**src/rtl/alu_seq_pkg.sv**
```systemverilog
// Shared types for the ALU sequencer and the ALU it drives: opcode encoding,
// sequencer state encoding and default datapath dimensions.
package alu_seq_pkg;

  localparam int DEF_DATA_W = 8;
  localparam int DEF_NREGS  = 4;

  typedef enum logic [2:0] {
    OP_ADD = 3'd0,
    OP_SUB = 3'd1,
    OP_OR  = 3'd2,
    OP_AND = 3'd3,
    OP_XOR = 3'd4,
    OP_NOT = 3'd5,
    OP_LD  = 3'd6,
    OP_ST  = 3'b111
  } op_code_t;

  typedef enum logic [1:0] {
    S_IDLE,
    S_EXEC,
    S_DONE
  } seq_state_t;

endpackage

```
**src/rtl/alu_regfile.sv**
```systemverilog
// NREGS x DATA_W register file with an internal store port that beats the
// external preload port on an index collision, and two combinational reads.
module alu_regfile import alu_seq_pkg::*; #(
  parameter  int DATA_W = DEF_DATA_W,
  parameter  int NREGS  = DEF_NREGS,
  localparam int SEL_W  = $clog2(NREGS)
) (
  input  logic              clk_i,
  input  logic              rst_i,
  input  logic              st_we_i,
  input  logic [SEL_W-1:0]  st_sel_i,
  input  logic [DATA_W-1:0] st_data_i,
  input  logic              ext_we_i,
  input  logic [SEL_W-1:0]  ext_sel_i,
  input  logic [DATA_W-1:0] ext_data_i,
  input  logic [SEL_W-1:0]  opnd_sel_i,
  output logic [DATA_W-1:0] opnd_data_o,
  input  logic [SEL_W-1:0]  dbg_sel_i,
  output logic [DATA_W-1:0] dbg_data_o
);

  logic [DATA_W-1:0] regs_q [NREGS];
  logic [DATA_W-1:0] regs_d [NREGS];

  always_comb begin
    // NOTE: regs_d starts as a copy of regs_q so every path assigns it and no latch is inferred.
    regs_d = regs_q;
    if (ext_we_i) regs_d[ext_sel_i] = ext_data_i;
    // Applied second so a store to the same index overrides the preload.
    if (st_we_i)  regs_d[st_sel_i]  = st_data_i;
  end

  always_ff @(posedge clk_i) begin
    // NOTE: this small file must come up zeroed, so it is reset like ordinary flops; <= keeps edge semantics.
    if (rst_i) regs_q <= '{default: '0};
    else       regs_q <= regs_d;
  end

  assign opnd_data_o = regs_q[opnd_sel_i];
  assign dbg_data_o  = regs_q[dbg_sel_i];

endmodule

```
**src/rtl/alu_sequencer.sv**
```systemverilog
// Front end for the 8-bit combinational ALU: accepts one instruction per
// handshake, drives the ALU for one cycle and writes the result back into A/CY.
module alu_sequencer import alu_seq_pkg::*; #(
  parameter  int DATA_W = DEF_DATA_W,
  parameter  int NREGS  = DEF_NREGS,
  localparam int SEL_W  = $clog2(NREGS)
) (
  input  logic              IN_CLK,
  input  logic              IN_RST,
  input  logic              IN_INSTR_VALID,
  output logic              OUT_INSTR_READY,
  input  logic [2:0]        IN_OPCODE,
  input  logic [SEL_W-1:0]  IN_REG_SEL,
  input  logic              IN_WR_EN,
  input  logic [SEL_W-1:0]  IN_WR_SEL,
  input  logic [DATA_W-1:0] IN_WR_DATA,
  input  logic [SEL_W-1:0]  IN_RD_SEL,
  output logic [DATA_W-1:0] OUT_RD_DATA,
  output logic [DATA_W-1:0] OUT_ALU_A,
  output logic [DATA_W-1:0] OUT_ALU_R,
  output logic [2:0]        OUT_ALU_OP,
  input  logic [DATA_W-1:0] IN_ALU_RES,
  input  logic              IN_ALU_CY,
  output logic [DATA_W-1:0] OUT_A,
  output logic              OUT_CY,
  output logic              OUT_DONE
);

  seq_state_t        state_q, state_d;
  op_code_t          op_q, op_d;
  logic [SEL_W-1:0]  sel_q, sel_d;
  logic [DATA_W-1:0] opnd_q, opnd_d;
  logic [DATA_W-1:0] a_q, a_d;
  logic              cy_q, cy_d;
  logic              st_we;
  logic              accept;
  logic [DATA_W-1:0] rf_opnd;

  alu_regfile #(
    .DATA_W (DATA_W),
    .NREGS  (NREGS)
  ) u_regfile (
    .clk_i       (IN_CLK),
    .rst_i       (IN_RST),
    .st_we_i     (st_we),
    .st_sel_i    (sel_q),
    .st_data_i   (a_q),
    .ext_we_i    (IN_WR_EN),
    .ext_sel_i   (IN_WR_SEL),
    .ext_data_i  (IN_WR_DATA),
    .opnd_sel_i  (IN_REG_SEL),
    .opnd_data_o (rf_opnd),
    .dbg_sel_i   (IN_RD_SEL),
    .dbg_data_o  (OUT_RD_DATA)
  );

  assign OUT_INSTR_READY = (state_q == S_IDLE) && !IN_RST;
  assign accept          = IN_INSTR_VALID && OUT_INSTR_READY;

  always_comb begin
    state_d = state_q;
    op_d    = op_q;
    sel_d   = sel_q;
    opnd_d  = opnd_q;
    a_d     = a_q;
    cy_d    = cy_q;
    st_we   = 1'b0;
    case (state_q)
      S_IDLE: begin
        if (accept) begin
          op_d    = op_code_t'(IN_OPCODE);
          sel_d   = IN_REG_SEL;
          opnd_d  = rf_opnd;
          state_d = S_EXEC;
        end
      end
      S_EXEC: begin
        case (op_q)
          OP_ADD, OP_SUB: begin
            a_d  = IN_ALU_RES;
            cy_d = IN_ALU_CY;
          end
          OP_OR, OP_AND, OP_XOR, OP_NOT: begin
            a_d  = IN_ALU_RES;
            cy_d = 1'b0;
          end
          OP_LD:   a_d   = IN_ALU_RES;
          OP_ST:   st_we = 1'b1;
          default: ;
        endcase
        state_d = S_DONE;
      end
      S_DONE:  state_d = S_IDLE;
      default: state_d = S_IDLE;
    endcase
  end

  always_ff @(posedge IN_CLK) begin
    if (IN_RST) begin
      state_q <= S_IDLE;
      op_q    <= OP_LD;
      sel_q   <= '0;
      opnd_q  <= '0;
      a_q     <= '0;
      cy_q    <= 1'b0;
    end else begin
      state_q <= state_d;
      op_q    <= op_d;
      sel_q   <= sel_d;
      opnd_q  <= opnd_d;
      a_q     <= a_d;
      cy_q    <= cy_d;
    end
  end

  // The ALU has no store operation; during ST it just passes the operand through.
  assign OUT_ALU_OP = (op_q == OP_ST) ? OP_LD : op_q;
  assign OUT_ALU_A  = a_q;
  assign OUT_ALU_R  = opnd_q;
  assign OUT_A      = a_q;
  assign OUT_CY     = cy_q;
  assign OUT_DONE   = (state_q == S_DONE) && !IN_RST;

endmodule

```
**config.mk**
```make
export PLATFORM = sky130hd
export DESIGN_NAME = alu_sequencer
export DESIGN_NICKNAME = d
export VERILOG_FILES = /design/src/rtl/alu_seq_pkg.sv /design/src/rtl/alu_regfile.sv /design/src/rtl/alu_sequencer.sv
export SDC_FILE = /design/constraint.sdc
export NUM_CORES = 1
export LEC_CHECK = 0
export CORE_MARGIN = 5
export CORE_UTILIZATION = 50
export DETAILED_ROUTE_END_ITERATION = 6
export PLACE_DENSITY = 0.8
export SLEW_MARGIN = 15
export SYNTH_ARGS = -nofsm -noshare
export SYNTH_HDL_FRONTEND = slang
export SYNTH_SLANG_ARGS = --single-unit
```
**constraint.sdc**
```tcl
create_clock -name IN_CLK -period 3.2 [get_ports IN_CLK]
set_clock_uncertainty 0.15 [all_clocks]
set_input_delay 0.8 -clock IN_CLK [delete_from_list [all_inputs] [get_ports IN_CLK]]
set_output_delay 0.8 -clock IN_CLK [all_outputs]
set_load 0.01 [all_outputs]
```
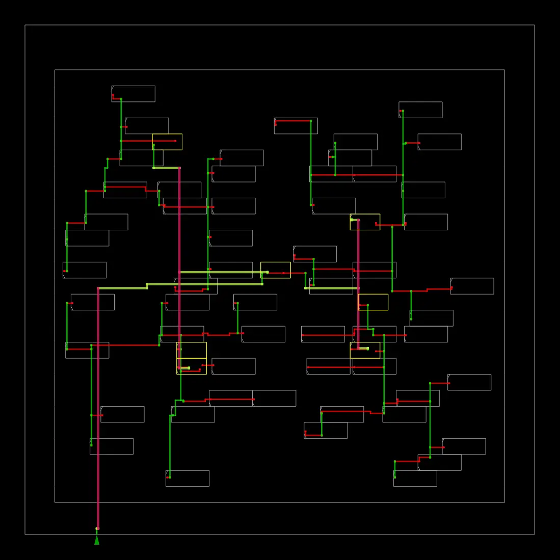
**Above:** clock routing.
clock buffer count in the final layout: 7
number of flip-flops and latches: 56
number of clock buffers inserted by TritonCTS: 5
number of clock sinks: 56
worst-skew pair later-pin latency: 0.31 ns

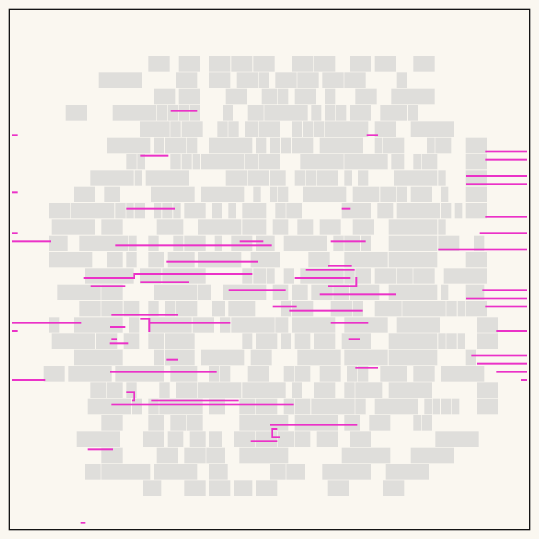
**Above:** met3 routing.
(6 px per um) Cells faint in the background.
nets with wire on the layer: 45
wire length on this layer: 449 um
detailed-route via count: 2,523
Final Routed Wirelength: 7.98 mm

==> impl_results.rst <==
Synthesis and place-and-route
=============================

.. list-table::
   :header-rows: 1

   * - Metric
     - Value
   * - Result of the run
     - finished, final reports clean
   * - Initial antenna violation count
     - 0
   * - Share of flip-flops with an asynchronous set or reset after synthesis
     - 0%
   * - Final min period
     - 3.16 ns
   * - End-of-flow core utilization
     - 65.0%
   * - Per-cell via count in the routed design
     - 6.09
   * - H-tree levels
     - 2
   * - Synth Flop Type
     - sky130_fd_sc_hd__dfxtp_1
   * - Count of endpoints failing hold in the final timing report
     - 0
   * - Worst r2r path cells
     - 3
   * - Highest attainable clock frequency
     - 316 MHz
   * - Worst EP required
     - 2.25 ns
   * - Hold_ws
     - 0.311 ns
   * - Tally of non-filler cells in the final layout
     - 414
   * - Number of violations of the max-capacitance limit
     - 0
   * - Fillers
     - 485
   * - Placer congestion estimate
     - 0.813
   * - Post-synthesis instance total
     - 299
   * - Count of placed standard cells including taps
     - 405
   * - Cell type with the largest total area after synthesis
     - sky130_fd_sc_hd__dfxtp_1
   * - Headroom to the max-slew limit
     - 48.4%
   * - Routed length per placed instance
     - 19.3 um
   * - Placed instance area
     - 3560 sq um
   * - Hold path start
     - OUT_ALU_R[1]$_SDFFE_PP0P_
   * - Main area contributors after synthesis
     - sky130_fd_sc_hd__dfxtp_1 38%, sky130_fd_sc_hd__mux4_2 12%, sky130_fd_sc_hd__mux2i_1 11%, sky130_fd_sc_hd__a211oi_1 6.2%, sky130_fd_sc_hd__nor3_1 5.6%
   * - CP Capture Type
     - output port
   * - Floorplan-stage core utilization
     - 52.2%
   * - Initial DRT Pass Iterations
     - 4
   * - Launch instance of the worst register-to-register path
     - state_q[0]$_SDFFE_PP0P_
   * - Critical Setup Path Class
     - primary input to output port
   * - Worst hold path class
     - flip-flop to flip-flop
   * - Net count of the mapped netlist
     - 330
   * - Met1 Routed Length
     - 3.17 mm
   * - DR DRC count
     - 0
   * - Number of max-slew violations in the final report
     - 0
   * - DR iter-0 viols
     - 206
   * - Post-Place Worst Slack
     - -0.199 ns
   * - Chip area estimate from yosys synthesis
     - 2930 sq um
   * - Flop-to-flop setup slack
     - 0.97 ns
   * - CTS root buf
     - sky130_fd_sc_hd__clkbuf_8
   * - Maximum number of pins on one net before global-route repair
     - 57
   * - Combinational power share
     - 16.6%
   * - Total inserted antenna cells
     - 0
   * - Final ANT Viol Nets
     - 0
   * - Gr usage total
     - 21.7%
   * - Net count of the finished layout
     - 373
   * - Distinct cell type count of the synthesized netlist
     - 31
   * - Endpoint of the lowest-slack register-to-register path
     - u_regfile.regs_q[30]$_SDFF_PP0_
   * - Seq/Total Area, Yosys
     - 38.3%
   * - Total non-filler cell area in the finished layout
     - 3650 sq um
   * - Most frequent cell after synthesis
     - sky130_fd_sc_hd__dfxtp_1
   * - Met2 wire length
     - 4.20 mm
   * - Sequential cell fraction of total power
     - 53.9%
   * - Global-route congestion overflow total
     - 0
   * - Proportion of layout cells with a drive suffix above 1
     - 14.9%
   * - Critical Path Start Type
     - primary input
   * - Core box area
     - 5610 sq um
   * - Hpwl dp
     - 5.47 mm
   * - Tally of yosys warning messages
     - 0
   * - Ports
     - 68
   * - Synthesized area divided by synthesized cell count
     - 9.78 sq um
   * - Most frequent cells after synthesis
     - 56 x sky130_fd_sc_hd__dfxtp_1, 33 x sky130_fd_sc_hd__nor3_1, 32 x sky130_fd_sc_hd__mux2i_1
   * - Count of tool warnings
     - 26
   * - Leakage power summed over all cells
     - 0.00119 uW
   * - P&R area growth vs syn
     - 24.7%
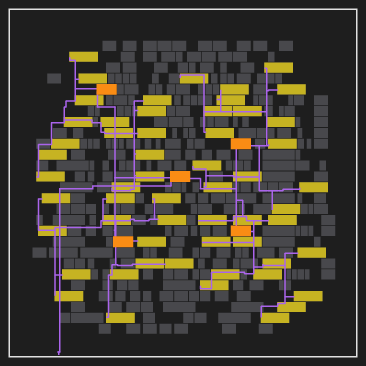
**Above:** clock wires, drivers and flops.
(4 px per um)
[orange] clock drivers | count: 5
[yellow] flip-flops | count: 56
[purple] clock wires | length: 631 um
routed clock nets: 6

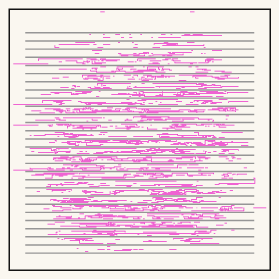
**Above:** metal 1.
(3 px per um) Supply wires on this layer in grey.
nets with wire on the layer: 336
share of all routed wire: 40%
wire length on this layer: 3,170 um
longest straight run: 31.7 um
met1 routing resource usage after global routing: 27.1%

==> power by group through the flow <==
stage	Clock, uW	Combinational, uW	Sequential (uW)
global route	440	249	757
CTS	420	231	752
global placement	0	229	766
detailed placement	0	232	768
floorplan	0	134	761
finish	412	231	752
==> per-stage QoR <==
step / total power [uW] / setup TNS (ns)
finish: 1400 / 0
global placement: 995 / -1.52
detailed placement: 999 / -1.52
floorplan: 895 / 0
CTS: 1400 / 0
global route: 1450 / 0
==> worst max-delay path by stage <==
stage	from	to	depth (start not counted)	slack, ns
after detailed placement	IN_RD_SEL[0]	OUT_RD_DATA[6]	4	-0.20
final	IN_RD_SEL[0]	OUT_RD_DATA[5]	4	0.04
after global routing	IN_RD_SEL[0]	OUT_RD_DATA[5]	4	0.0005
after global placement	IN_RD_SEL[0]	OUT_RD_DATA[0]	4	-0.21
after CTS	IN_RD_SEL[0]	OUT_RD_DATA[5]	4	0.03
after floorplan	IN_RD_SEL[0]	OUT_RD_DATA[0]	2	0.46
==> logic make-up (layout without fill, tap and decap cells) <==
family | count (synthesis) | count (layout) | synth area share, %
AOI/OAI and AO/OA | 62 | 62 | 14.8
muxes | 48 | 48 | 23.3
buffers and inverters | 43 | 86 | 7.10
and+or+nand+nor | 89 | 89 | 16.1
adders and majority gates | 1 | 1 | 0.428
DFF | 56 | 56 | 38.3
==> state kept, by name (all words and copies together), names as in the netlist <==
name and count:
OUT_A 8, OUT_ALU_R 8, u_regfile.regs_q 32, op_q 3
state_q 2, OUT_CY 1, sel_q 2
==> area by class of cell <==
cell class	count	area, sq um	share of cell area (%)
Multi-Input combinational cell	200	1600	43.8
Sequential cell	56	1120	30.7
Inverter	1	3.75	0.103
Clock buffer	7	96.3	2.64
Timing Repair Buffer	78	739	20.3
Tap cell	72	90.1	2.47
==> what timing repair did <==
item,4_1_cts,5_1_grt
setup endpoints to repair,8,1
setup buffers,2,0
gates resized,18,1
==> placed cells by master (no fill, tap or decap), drive strengths merged, types with 2 or more instances in the layout <==
master	instances
mux4	16
mux2i	32
buf	15
dlygate4sd2	5
and3	2
or2	4
nor3	33
a211oi	32
nor3b	2
clkdlybuf4s50	57
or4b	3
dfxtp	56
clkbuf	7
and3b	2
nand3b	2
nand3	9
a21oi	20
o21ai	9
nand2	26
nand4bb	2
==> critical path: stages <==
cell and delay, ns:
sky130_fd_sc_hd__clkdlybuf4s50_1 0.50, sky130_fd_sc_hd__buf_12 0.13, sky130_fd_sc_hd__mux4_2 0.48, sky130_fd_sc_hd__dlygate4sd2_1 0.29
==> layer usage <==
layer  vias up  GRT usage (%)
met1      1222           27.1
met2        93           37.8
li1       1193              -
met5         -              0
met4         0           8.78
met3        15           2.85
No activity file was given, so power comes from the tool's default toggle rates.
